[config.mk]
export PLATFORM = sky130hd
export DESIGN_NAME = ll_seizure_detector
export DESIGN_NICKNAME = d
export VERILOG_FILES = /design/src/rtl/ll_seizure_detector.sv
export SDC_FILE = /design/constraint.sdc
export NUM_CORES = 1
export LEC_CHECK = 0
export ABC_AREA = 1
export CORE_UTILIZATION = 40
export DETAILED_ROUTE_END_ITERATION = 10
export GPL_TIMING_DRIVEN = 0
export PLACE_DENSITY = 0.71
export SKIP_LAST_GASP = 1
export SLEW_MARGIN = 40
export SYNTH_ARGS = -nofsm -noshare
export SYNTH_HDL_FRONTEND = slang
export SYNTH_SLANG_ARGS = --single-unit
export TNS_END_PERCENT = 10
[constraint.sdc]
create_clock -name clk -period 2.3 [get_ports clk]
set_input_delay 0.46 -clock clk [delete_from_list [all_inputs] [get_ports clk]]
set_output_delay 0.46 -clock clk [all_outputs]
set_load 0.02 [all_outputs]
[src/rtl/ll_seizure_detector.sv]
// ll_seizure_detector
// Consumes line-length feature samples and declares seizure onset/offset
// with hysteresis (separate on/off thresholds) and minimum-duration
// qualification, followed by an optional holdoff before re-arming.
// All outputs are registered; onset/offset are single-cycle pulses.

module ll_seizure_detector #(
    parameter int data_width = 32,
    parameter int ON_CNT     = 4,
    parameter int OFF_CNT    = 8,
    parameter int HOLDOFF    = 16,
    parameter int CNT_W      = 16
) (
    input  logic                         clk,
    input  logic                         rst,
    input  logic                         en,
    input  logic signed [data_width-1:0] din,
    input  logic signed [data_width-1:0] thr_on,
    input  logic signed [data_width-1:0] thr_off,
    output logic                         detect,
    output logic                         onset,
    output logic                         offset,
    output logic [CNT_W-1:0]             event_cnt,
    output logic [1:0]                   state_o
);

    // One counter width covers the run, quiet and holdoff counters, so
    // none of them can ever wrap.
    localparam int MAX_AB  = (ON_CNT > OFF_CNT) ? ON_CNT : OFF_CNT;
    localparam int MAX_ALL = (MAX_AB > HOLDOFF) ? MAX_AB : HOLDOFF;
    localparam int CW      = (MAX_ALL < 1) ? 1 : $clog2(MAX_ALL + 1);

    localparam logic [CW-1:0] ON_LIM   = CW'(ON_CNT);
    localparam logic [CW-1:0] OFF_LIM  = CW'(OFF_CNT);
    localparam logic [CW-1:0] HOLD_LIM = CW'(HOLDOFF);

    typedef enum logic [1:0] {
        ST_IDLE    = 2'd0,
        ST_ARMING  = 2'd1,
        ST_DETECT  = 2'd2,
        ST_HOLDOFF = 2'd3
    } state_t;

    state_t          state;
    logic [CW-1:0]   on_cnt;
    logic [CW-1:0]   off_cnt;
    logic [CW-1:0]   hold_cnt;
    logic            above;
    logic            below;

    // Both compares are signed and strict; samples in between the two
    // thresholds form the hysteresis band.
    assign above   = (din > thr_on);
    assign below   = (din < thr_off);
    assign state_o = state;

    // Detection FSM with registered flag, pulses and saturating event count.
    always_ff @(posedge clk) begin
        if (!rst) begin
            state     <= ST_IDLE;
            on_cnt    <= '0;
            off_cnt   <= '0;
            hold_cnt  <= '0;
            detect    <= 1'b0;
            onset     <= 1'b0;
            offset    <= 1'b0;
            event_cnt <= '0;
        end else begin
            onset  <= 1'b0;
            offset <= 1'b0;
            if (en) begin
                case (state)
                    ST_IDLE: begin
                        if (above) begin
                            if (ON_CNT == 1) begin
                                state   <= ST_DETECT;
                                detect  <= 1'b1;
                                onset   <= 1'b1;
                                on_cnt  <= '0;
                                off_cnt <= '0;
                                if (event_cnt != {CNT_W{1'b1}}) begin
                                    event_cnt <= event_cnt + 1'b1;
                                end
                            end else begin
                                on_cnt <= {{(CW-1){1'b0}}, 1'b1};
                                state  <= ST_ARMING;
                            end
                        end
                    end

                    ST_ARMING: begin
                        if (above) begin
                            if (on_cnt == ON_LIM - 1'b1) begin
                                state   <= ST_DETECT;
                                detect  <= 1'b1;
                                onset   <= 1'b1;
                                on_cnt  <= '0;
                                off_cnt <= '0;
                                if (event_cnt != {CNT_W{1'b1}}) begin
                                    event_cnt <= event_cnt + 1'b1;
                                end
                            end else begin
                                on_cnt <= on_cnt + 1'b1;
                            end
                        end else begin
                            on_cnt <= '0;
                            state  <= ST_IDLE;
                        end
                    end

                    ST_DETECT: begin
                        if (below) begin
                            if (off_cnt == OFF_LIM - 1'b1) begin
                                detect   <= 1'b0;
                                offset   <= 1'b1;
                                off_cnt  <= '0;
                                hold_cnt <= HOLD_LIM;
                                if (HOLDOFF == 0) begin
                                    state <= ST_IDLE;
                                end else begin
                                    state <= ST_HOLDOFF;
                                end
                            end else begin
                                off_cnt <= off_cnt + 1'b1;
                            end
                        end else begin
                            off_cnt <= '0;
                        end
                    end

                    ST_HOLDOFF: begin
                        if (hold_cnt <= {{(CW-1){1'b0}}, 1'b1}) begin
                            hold_cnt <= '0;
                            state    <= ST_IDLE;
                        end else begin
                            hold_cnt <= hold_cnt - 1'b1;
                        end
                    end

                    default: begin
                        state <= ST_IDLE;
                    end
                endcase
            end
        end
    end

endmodule
run_1/met3.png
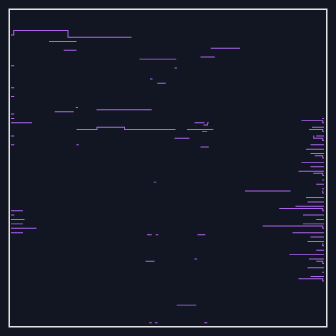
The layer holds 3.8% of the routed length. The longest straight run is 19.5 um.

run_1/registers.png
Other sequential cells in the stronger grey, the rest of the logic in the fainter grey.
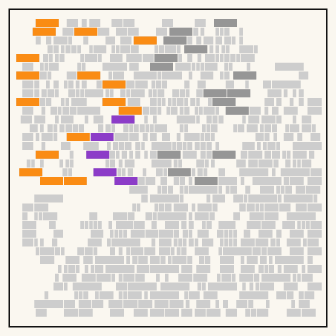
Purple is on_cnt, flops 5. Orange is event_cnt, flops 16.
Another 15 sequential cells are not coloured.

run_1/wire_density.png
20 x 20 tiles, from black (low) to pale yellow (high), scaled to the fullest tile. Values are wire area over tile area, all layers added.
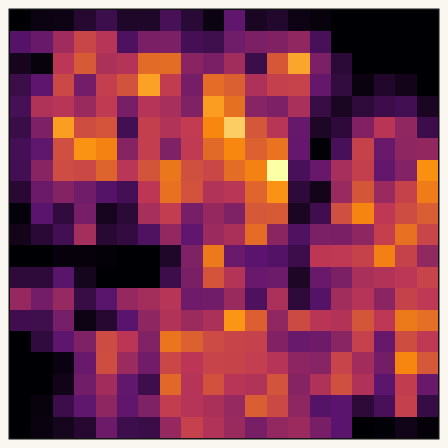
The mean over all tiles is 0.17. The emptiest ninth of the die: north-east. 9.8% of the tiles are nearly empty.

==> flow_summary.json, run 1 <==
{
  "areaGrowthSynthToFinish_pct": 57.5,
  "clock.latency.late_pin_ns": 0.29,
  "dominant_cell_type_by_area_after_synthesis": "ha_1",
  "end_kind": "register",
  "timing.critical_path.buf_inv": 3,
  "final.hold.worst_slack_ns": 0.486,
  "gr_util_met2": 0.407,
  "synthesis.area_um2": 3670,
  "final_cell_count_no_fill": 798,
  "power.ir.vdd_worst_mv": 0.270,
  "worstPathCellList": "clkdlybuf4s50_1 > inv_1 > ha_1 > nand4_1 > nor4_2 > nand2_2 > nand2_1 > nand2_2 > nand2_1 > inv_1 > nor4_1",
  "setup-violations-final": 13,
  "post_drt_via_cell_ratio": 5.02,
  "groute.layer.met1.usage": 0.245,
  "grt_pass1_wl_um": 17100,
  "min_period_ns": 2.43,
  "r2r_end": "event_cnt[12]",
  "hold_start": "detect",
  "compound_area_frac": 0.144,
  "yosys-top-cells-area": "ha_1 23%, dfxtp_1 20%, inv_1 12%, nand2_1 11%, a21oi_1 8.2%",
  "post_synth_most_frequent_cells": "115 x inv_1, 109 x nand2_1, 68 x ha_1",
  "stdcell_area_um2": 5790,
  "power.density_nw_per_um2": 314,
  "violations": "DRC, setup timing",
  "post_route_cells_drive_above_1_share": 0.258,
  "placement.cell_area_um2": 5000,
  "yosysChipArea_um2": 3670,
  "via_count_of_the_first_global_routing_pass": 3999,
  "outcome": "complete, but fails checks",
  "grt_start_max_net_pins": 11,
  "grtUsageMet3": 0.0336,
  "worstSetupPathDepth": 11,
  "timing.reg2reg.setup_slack_ns": 0.12,
  "portBuffers": 119,
  "max_stage_delay_ns": 0.46,
  "top_area_frac": 0.232,
  "slew_violations": 0,
  "place.detailed.hpwl_um": 8010,
  "cts.reportedPaths.clkPinSlew_ns": 0.07,
  "required_ns": 2.48,
  "cp-start-kind": "input port",
  "detail_route.first_pass.iterations": 7,
  "clock_tree_from_tritoncts": "done",
  "totalWireLength_um": 10500,
  "timing.critical_path.from": "thr_off[25]",
  "drt_iter0_drc": 140,
  "tightest_slew_ns": 0.647,
  "diodes": 0,
  "synthTopLogicFamily": "simple AND/OR/NAND/NOR gates",
  "remaining_drc_errors": 20,
  "vertical_die_dimension_um": 97.8,
  "hold_path_end": "detect",
  "timing.setup.critical_path_class": "input port to register",
  "synth_flop_type": "dfxtp_1",
  "gp_congestion": 0.891,
  "drv.max_cap_violation_count": 0,
  "cts-hold-fix-buffers": 0,
  "track_usage": 0.211,
  "antenna_found_initial": 0,
  "post-route-worst-setup-slack_ns": -0.130,
  "syn_inst": 553,
  "rsz0062_at_grt": "true",
  "holdPathStages": 2,
  "timing.critical_path.max_delay_family": "simple AND/OR/NAND/NOR gates",
  "maximum_fanout_count_along_the_critical_path": 5,
  "synth_xor_xnor_area_share": 0.0191,
  "comb_power_share": 0.410,
  "num_io_pins": 120
}
==> run 1: routing by layer <==
metal / routed length, um / vias to the layer above
met5: 0 / -
met4: 163 / 0
met3: 401 / 18
met2: 5560 / 96
met1: 4410 / 1826
li1: - / 2067
==> run 1: final cells by class <==
class	count	area [um2]	area share
Inverter	118	450	0.0779
Clock inverter	1	5.00	0.000865
Buffer	4	22.5	0.00389
Timing Repair Buffer	130	1290	0.224
Tap cell	108	135	0.0234
Clock buffer	6	72.6	0.0125
Multi-Input combinational cell	395	3080	0.533
Sequential cell	36	721	0.125
==> run 1: power groups by stage <==
stage          sequential, mW  combinational [mW]  clock, mW
2_1_floorplan           0.666               0.315          0
3_3_place_gp            0.662               0.577          0
3_5_place_dp            0.662               0.594          0
4_1_cts                 0.648               0.629      0.439
5_1_grt                 0.650               0.828      0.462
6_report                0.649               0.744      0.424
==> run 1: state kept, by name, indices dropped and copies added, names as in the netlist, named ones only <==
signal and flops:
detect 1, event_cnt 16, hold_cnt 5, off_cnt 5
offset 1, on_cnt 5, onset 1, state_o 1
==> run 1: timing repair <==
action	CTS	global route
cloned	0	0
gates resized	41	194
setup endpoints to repair	35	36
hold endpoints to repair	0	0
pin swaps	27	48
setup buffers	7	4
==> run 1: worst register-to-register path, delay by kind of cell, from the launching register on <==
family                   cells  cell delay (ns)
AND/OR/NAND/NOR              5             0.79
flip-flops                   1             0.40
AND-OR/OR-AND                2             0.37
buffers and inverters        2             0.28
adder cells (fa/ha/maj)      1             0.20
## Run 2: what changed since run 1
--- a/config.mk
+++ b/config.mk
@@ -10,9 +10,8 @@
 export DETAILED_ROUTE_END_ITERATION = 10
 export GPL_TIMING_DRIVEN = 0
 export PLACE_DENSITY = 0.71
-export SKIP_LAST_GASP = 1
 export SLEW_MARGIN = 40
 export SYNTH_ARGS = -nofsm -noshare
 export SYNTH_HDL_FRONTEND = slang
 export SYNTH_SLANG_ARGS = --single-unit
-export TNS_END_PERCENT = 10
+export TNS_END_PERCENT = 20
run_2/wire_density.png
20 x 20 tiles, from black (low) to pale yellow (high), scaled to the fullest tile. Values are wire area over tile area, all layers added.
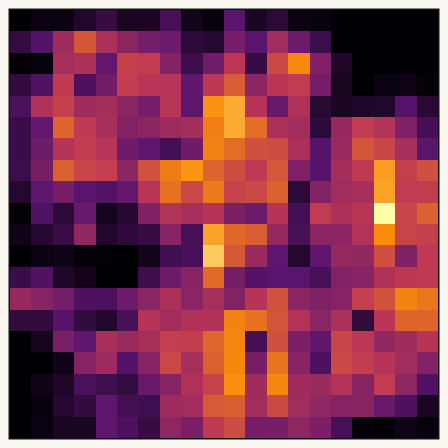
9.2% of the tiles are nearly empty. The fullest tile reaches 0.56. The mean over all tiles is 0.19. 24% of the tiles are over half the peak.

run_2/port_nets.png
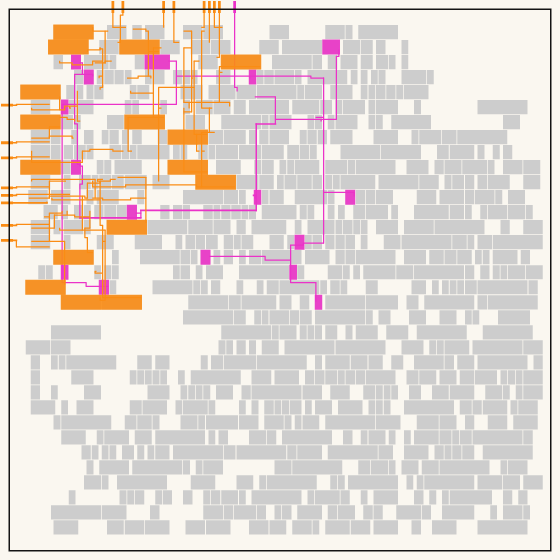
Magenta is rst, direction input, edge north, end cells 16, buffers 2, wire 309 um. Orange is event_cnt, direction output, edge 8 north, 8 west, end cells 16, buffers 16, wire 596 um.

run_2/final_placement.png
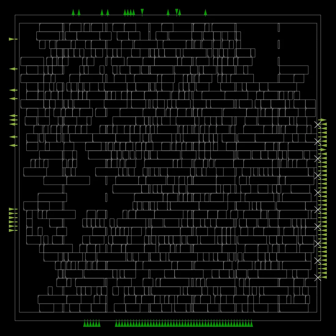
flop share of the area: 0.118
fill count: 689
n_taps: 108

==> flow_summary.json, run 2 <==
{
  "clock.latency.late_pin_ns": 0.29,
  "final_cell_count_no_fill": 808,
  "top_area_frac": 0.232,
  "drt_iter0_drc": 149,
  "yosysChipArea_um2": 3670,
  "outcome": "complete, but fails checks",
  "maximum_fanout_count_along_the_critical_path": 3,
  "violations": "DRC",
  "remaining_drc_errors": 20,
  "syn_inst": 553,
  "largest_register_ff_count": 16,
  "worstPathCellList": "dlygate4sd2_1 > inv_1 > ha_4 > nand2_1 > nor2_2 > nand4_1 > buf_4 > nor4_4 > nand2_2 > nand2_4 > nand2_4 > nand3_4 > nand2_4 > buf_6 > nand2_1 > a21oi_2",
  "r2r_end": "event_cnt[3]",
  "clock_tree_from_tritoncts": "done",
  "end_kind": "register",
  "gp_congestion": 0.891,
  "power.density_nw_per_um2": 321,
  "synthesis.area_um2": 3670,
  "drv.max_cap_violation_count": 0,
  "max_stage_delay_ns": 0.27,
  "slew_violations": 0,
  "final.hold.worst_slack_ns": 0.487,
  "areaGrowthSynthToFinish_pct": 66.9,
  "track_usage": 0.221,
  "required_ns": 2.45,
  "cts.reportedPaths.clkPinSlew_ns": 0.07,
  "cts_num_sinks": 36,
  "totalWireLength_um": 11500,
  "area_of_combinational_cells_with_multiple_inputs_um2": 3520,
  "place.detailed.hpwl_um": 8010,
  "vertical_die_dimension_um": 97.8,
  "hold_start": "on_cnt[1]",
  "post_drt_via_cell_ratio": 5.09,
  "rsz0062_at_grt": "true",
  "compound_area_frac": 0.144,
  "power.ir.vdd_worst_mv": 0.276,
  "post-route-worst-setup-slack_ns": 0.0283,
  "largest_register": "event_cnt",
  "dominant_cell_type_by_area_after_synthesis": "ha_1",
  "post_synth_most_frequent_cells": "115 x inv_1, 109 x nand2_1, 68 x ha_1",
  "min_period_ns": 2.27,
  "via_count_of_the_first_global_routing_pass": 4124,
  "setup-violations-final": 0,
  "grt_pass1_wl_um": 17700,
  "placement.cell_area_um2": 5000,
  "tightest_slew_ns": 0.712,
  "synthTopLogicFamily": "simple AND/OR/NAND/NOR gates",
  "timing.reg2reg.setup_slack_ns": 0.15,
  "post_route_cells_drive_above_1_share": 0.382,
  "timing.setup.critical_path_class": "input port to register",
  "antenna_found_initial": 1,
  "fp_util": 0.417,
  "stdcell_area_um2": 6130,
  "ff_latch_area_um2": 721,
  "timing.critical_path.from": "thr_off[29]",
  "yosys-top-cells-area": "ha_1 23%, dfxtp_1 20%, inv_1 12%, nand2_1 11%, a21oi_1 8.2%",
  "hold_path_end": "on_cnt[1]",
  "grt_start_max_net_pins": 11,
  "num_io_pins": 120,
  "num-nets-final": 866
}
## run 2: cell counts after synthesis
No cell type changed its count.
## run 2: final cells by class
type	count	share of cell area
well taps	108	0.0220
flip-flops and latches	36	0.118
inverters	118	0.0735
diodes	1	0.000408
repair buffers	139	0.197
clock buffers	6	0.0118
clock inverters	1	0.000816
multi-input cells	395	0.574
plain buffers	4	0.00367
## run 2: routing by layer
layer	up-vias	track usage	wire length, um
li1	2091	-	-
met1	1890	0.246	4600
met2	100	0.437	6140
met3	29	0.0329	435
met4	0	0.0478	345
met5	-	0	0
## run 2: cell families after synthesis
logic type               after synthesis
flip-flops                            36
AND-OR/OR-AND                         95
adder cells (fa/ha/maj)               68
buffers and inverters                122
AND/OR/NAND/NOR                      224
XOR/XNOR                               8
## run 2: power by group
group / switching (mW) / internal [mW]
Clock: 0.219 / 0.206
Combinational: 0.465 / 0.428
Sequential: 0.0143 / 0.634
Total: 0.698 / 1.27
## run 2: worst max-delay path: cells and delay by family
kind	cells	cell delay, ns
and+or+nand+nor	10	1.05
buffers and inverters	4	0.57
adders and majority gates	1	0.27
AOI/OAI and AO/OA	1	0.05
## run 2: worst max-delay path by stage
stage / cells past startpoint / to / slack [ns]
finish: 16 / hold_cnt[0] / 0.03
global placement: 14 / hold_cnt[4] / -0.64
global route: 16 / hold_cnt[0] / -0.1
floorplan: 15 / event_cnt[11] / 0.13
detailed placement: 14 / hold_cnt[4] / -0.71
CTS: 14 / hold_cnt[1] / -0.04
## run 2: repair_timing
action	4_1_cts	5_1_grt
endpoints found under the setup margin	35	35
pin swaps	69	104
buffers inserted	12	8
resized	162	237
## Run 3: what changed since run 2
--- a/config.mk
+++ b/config.mk
@@ -6,6 +6,7 @@
 export NUM_CORES = 1
 export LEC_CHECK = 0
 export ABC_AREA = 1
+export CAP_MARGIN = 20
 export CORE_UTILIZATION = 40
 export DETAILED_ROUTE_END_ITERATION = 10
 export GPL_TIMING_DRIVEN = 0
run_3/registers.png
Other sequential cells in the stronger grey, the rest of the logic in the fainter grey.
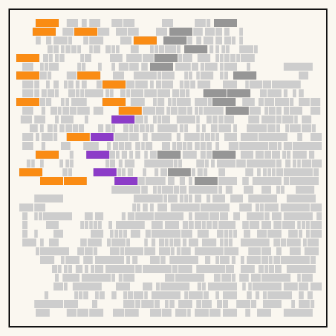
Orange is event_cnt, flops 16. Purple is on_cnt, flops 5.

run_3/final_placement.png
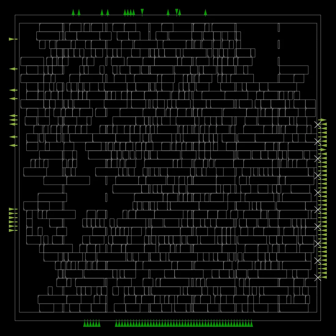
core occupancy in the finished layout: 0.696
standard-cell rows: 34
Post-Layout Cell Count: 808
Core Footprint: 8810 um2

run_3/port_nets.png
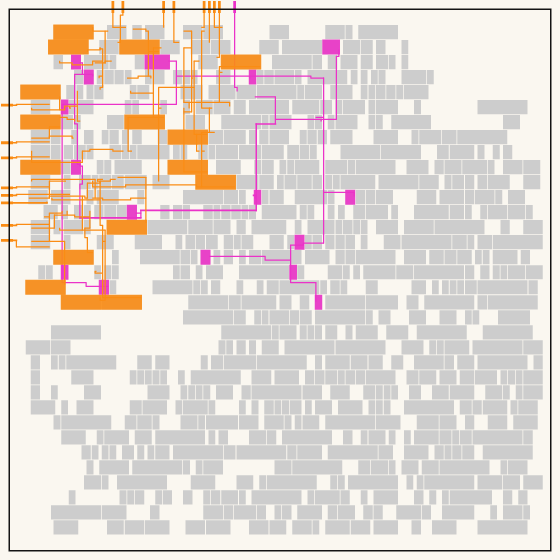
Orange is event_cnt, direction output, edge 8 north, 8 west, end cells 16, buffers 16, wire 596 um. Magenta is rst, direction input, edge north, end cells 16, buffers 2, wire 309 um.

==> flow_summary.json, run 3 <==
{
  "route.met2.wl_um": 6140,
  "cts.reportedPaths.clkPinSlew_ns": 0.07,
  "grt-busiest-layer": "met2",
  "setup-violations-final": 0,
  "power_switching_mw": 0.698,
  "drt-met1-wl_um": 4600,
  "fill_count": 689,
  "swShare": 0.355,
  "yosysChipArea_um2": 3670,
  "worstPathCellList": "dlygate4sd2_1 > inv_1 > ha_4 > nand2_1 > nor2_2 > nand4_1 > buf_4 > nor4_4 > nand2_2 > nand2_4 > nand2_4 > nand3_4 > nand2_4 > buf_6 > nand2_1 > a21oi_2",
  "post_route_cells_drive_above_1_share": 0.382,
  "drt_iter0_drc": 149,
  "power.density_nw_per_um2": 321,
  "num-nets-final": 866,
  "tightest_slew_ns": 0.712,
  "power.ir.vdd_worst_mv": 0.276,
  "synthesis.area_um2": 3670,
  "groute.layer.met1.usage": 0.246,
  "post_synth_most_frequent_cells": "115 x inv_1, 109 x nand2_1, 68 x ha_1",
  "final.hold.worst_slack_ns": 0.487,
  "slew_violations": 0,
  "place.detailed.hpwl_um": 8010,
  "timing.setup.critical_path_class": "input port to register",
  "totalWireLength_um": 11500,
  "end_kind": "register",
  "outcome": "complete, but fails checks",
  "remaining_drc_errors": 20,
  "power.sequential.fraction": 0.330,
  "clock.latency.late_pin_ns": 0.29,
  "cts_num_sinks": 36,
  "grtUsageMet3": 0.0329,
  "top_layer_used": "met4",
  "comb-power_mw": 0.893,
  "dominant_cell_type_by_area_after_synthesis": "ha_1",
  "power.group.top": "combinational logic",
  "violations": "DRC",
  "dr_wl_met3_um": 435,
  "drv.max_cap_violation_count": 0,
  "min_period_ns": 2.27,
  "clock_tree_from_tritoncts": "done",
  "post-route-worst-setup-slack_ns": 0.0283,
  "track_usage": 0.221,
  "vertical_die_dimension_um": 97.8,
  "max_stage_delay_ns": 0.27,
  "maximum_fanout_count_along_the_critical_path": 3,
  "largest_register_ff_count": 16,
  "top_area_frac": 0.232,
  "rsz0062_at_grt": "true",
  "grt_pass1_wl_um": 17700,
  "intPower_mw": 1.27,
  "via_count_of_the_first_global_routing_pass": 4124,
  "clock_power_mw": 0.425,
  "num_io_pins": 120,
  "gr_util_met2": 0.437,
  "clock_power_share": 0.216
}
-- run 3: through the flow --
| stage | total power, mW | cell area, um2 | TNS (ns) | instances |
|---|---|---|---|---|
| 6_report | 1.97 | 6130 | 0 | 808 |
| 5_1_grt | 2.09 | 6130 | -1.04 | 808 |
| 4_1_cts | 1.76 | 5490 | -0.101 | 799 |
| 3_5_place_dp | 1.26 | 5000 | -19.41 | 780 |
| 3_3_place_gp | 1.24 | 5000 | -18.04 | 780 |
| 2_1_floorplan | 0.981 | 3670 | 0 | 553 |
-- run 3: worst max-delay path: cells and delay by family --
family                     cells  cell delay, ns
and+or+nand+nor               10            1.05
adders and majority gates      1            0.27
AOI/OAI and AO/OA              1            0.05
buffers and inverters          4            0.57
-- run 3: final cells by class --
cell class | instances | area (um2) | area share
Inverter | 118 | 450 | 0.0735
Tap cell | 108 | 135 | 0.0220
Buffer | 4 | 22.5 | 0.00367
Sequential cell | 36 | 721 | 0.118
Antenna cell | 1 | 2.50 | 0.000408
Multi-Input combinational cell | 395 | 3520 | 0.574
Clock buffer | 6 | 72.6 | 0.0118
Timing Repair Buffer | 139 | 1210 | 0.197
Clock inverter | 1 | 5.00 | 0.000816
-- run 3: worst paths after layout --
path                              startpoint           end  slack, ns  depth (start not counted)
worst max-delay path             thr_off[29]   hold_cnt[0]       0.03                         16
worst min register to register     on_cnt[1]     on_cnt[1]       0.49                          2
worst max register to register  event_cnt[0]  event_cnt[3]       0.15                         10
worst min-delay path               on_cnt[1]     on_cnt[1]       0.49                          2
-- run 3: repair_timing --
item                                   4_1_cts  5_1_grt
hold buffers                                 0        0
pin swaps                                   69      104
resized                                    162      237
gates cloned                                 0        0
setup endpoints to repair                   35       35
endpoints found under the hold margin        0        0
setup buffers                               12        8
Power figures rest on the tool's default switching activity, not on a simulated workload.
